==> config.mk <==
export PLATFORM = sky130hd
export DESIGN_NAME = seg7_word_decoder
export DESIGN_NICKNAME = d
export VERILOG_FILES = /design/src/rtl/seg7_word_decoder.sv
export SDC_FILE = /design/constraint.sdc
export NUM_CORES = 1
export LEC_CHECK = 0
export CORE_ASPECT_RATIO = 1.4
export CORE_MARGIN = 2
export CORE_UTILIZATION = 42
export DETAILED_ROUTE_END_ITERATION = 8
export GPL_TIMING_DRIVEN = 0
export PLACE_DENSITY_LB_ADDON = 0.1
export SYNTH_ARGS = -nofsm -noshare
export SYNTH_HDL_FRONTEND = slang
export SYNTH_SLANG_ARGS = --single-unit
export TNS_END_PERCENT = 5
==> constraint.sdc <==
create_clock -name clock -period 1.29 [get_ports clock]
set_input_delay 0.129 -clock clock [delete_from_list [all_inputs] [get_ports clock]]
set_output_delay 0.129 -clock clock [all_outputs]
set_load 0.05 [all_outputs]
Run 1, cells by drive strength:
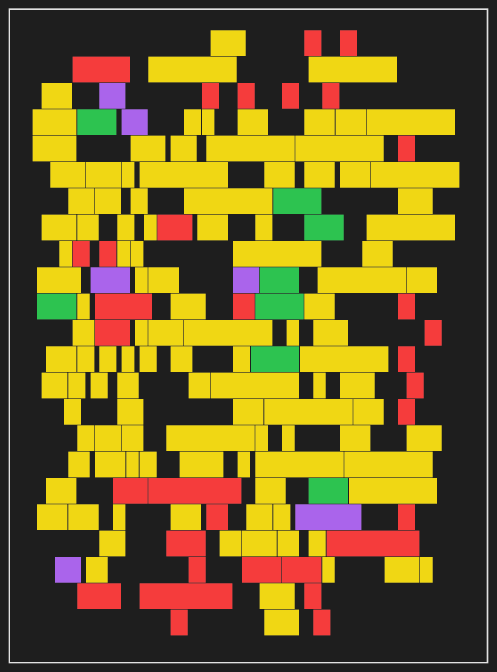
Yellow is x1 and smaller, cells 112, most used dfrtp_1. Green is x6 and larger, cells 8, most used buf_6. Purple is x3 and x4, cells 6, most used buf_4. Red is x2, cells 33, most used clkbuf_2.
Layout area overhead: 36.0%
final worst setup slack: -0.0787 ns
Buffers, non-clock: 44
post-route cell area: 1640 um2

Run 1, clock wires, drivers and flops:
Scale bar: 10 um.
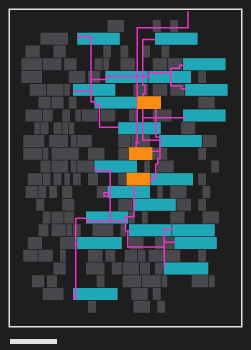
Magenta is clock wires, length 265 um. Orange is clock-net drivers, count 3. Cyan is flip-flops, count 22.
There are 4 routed clock nets.
clk ins delay skew pair: 0.26 ns
Clock power frac: 27.8%
clk_skew: 0.00212 ns

Run 1, where the registers sit:
Scale bar: 10 um. Other sequential cells in the stronger gray, the rest of the logic in the fainter gray.
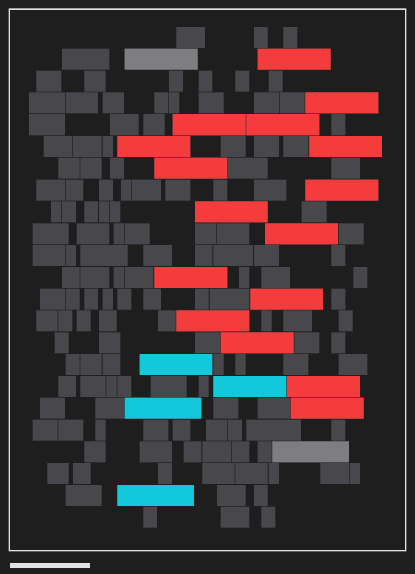
Red is value, sequential cells 16. Cyan is digit_count, sequential cells 4, where bottom center.
register area: 554 um2
fin util: 58.6%
sequential cell area share: 33.9%
Seq power: 746 uW

==> results.toml <==
# physical design summary
[layout]
antenna_cells = 0
largest_reg_flops = 16
seq_cell_count = 22
logic_gates = 86
largest_cell_class = "combinational gates"
clk_share_pct = 2.75

[outcome]
violations = "setup timing"
status = "finished with violations"

[power]
p_int_uw = 1070
peakVddDrop_v = 0.000430
switching_power_uw = 486

[sta]
setup_tns_ns = -0.696
period_used_pct = 106
worst_slack_ns = -0.0787
tightest_slew_ns = 0.827
finalSetupViolCount = 15

[global_route]
antenna_found_initial = 0
use_met1_pct = 18.9
grt_pass1_wl_um = 4510

[cts]
cts_tree = "yes"
cts_htree_levels = 1
cts_sinks = 22

[setup_path]
worst-endpoint-arrival_ns = 1.55
path_buffers = 1
crit_chain = "nor3b_4 -> buf_6 -> nand2_2 -> or3_1 -> a21oi_1"
cp_top_family = "simple AND/OR/NAND/NOR gates"
path_max_fanout = 6

[worst_hold_path]
hold_class = "primary input to flip-flop"

[detailed_routing]
routedLengthMet1_um = 1160
wl_per_cell_um = 15.1

[logic_synthesis]
xor_share_pct = 2.18
syn-cell-area_um2 = 1200
top_logic_kind = "AND-OR/OR-AND gates"
aoi_share_pct = 21.3
simple_gate_share_pct = 21.2

[placement]
postPlaceCellArea_um2 = 1580

[floorplan]
core_um2 = 2790
Power and IR drop assume default switching activity.
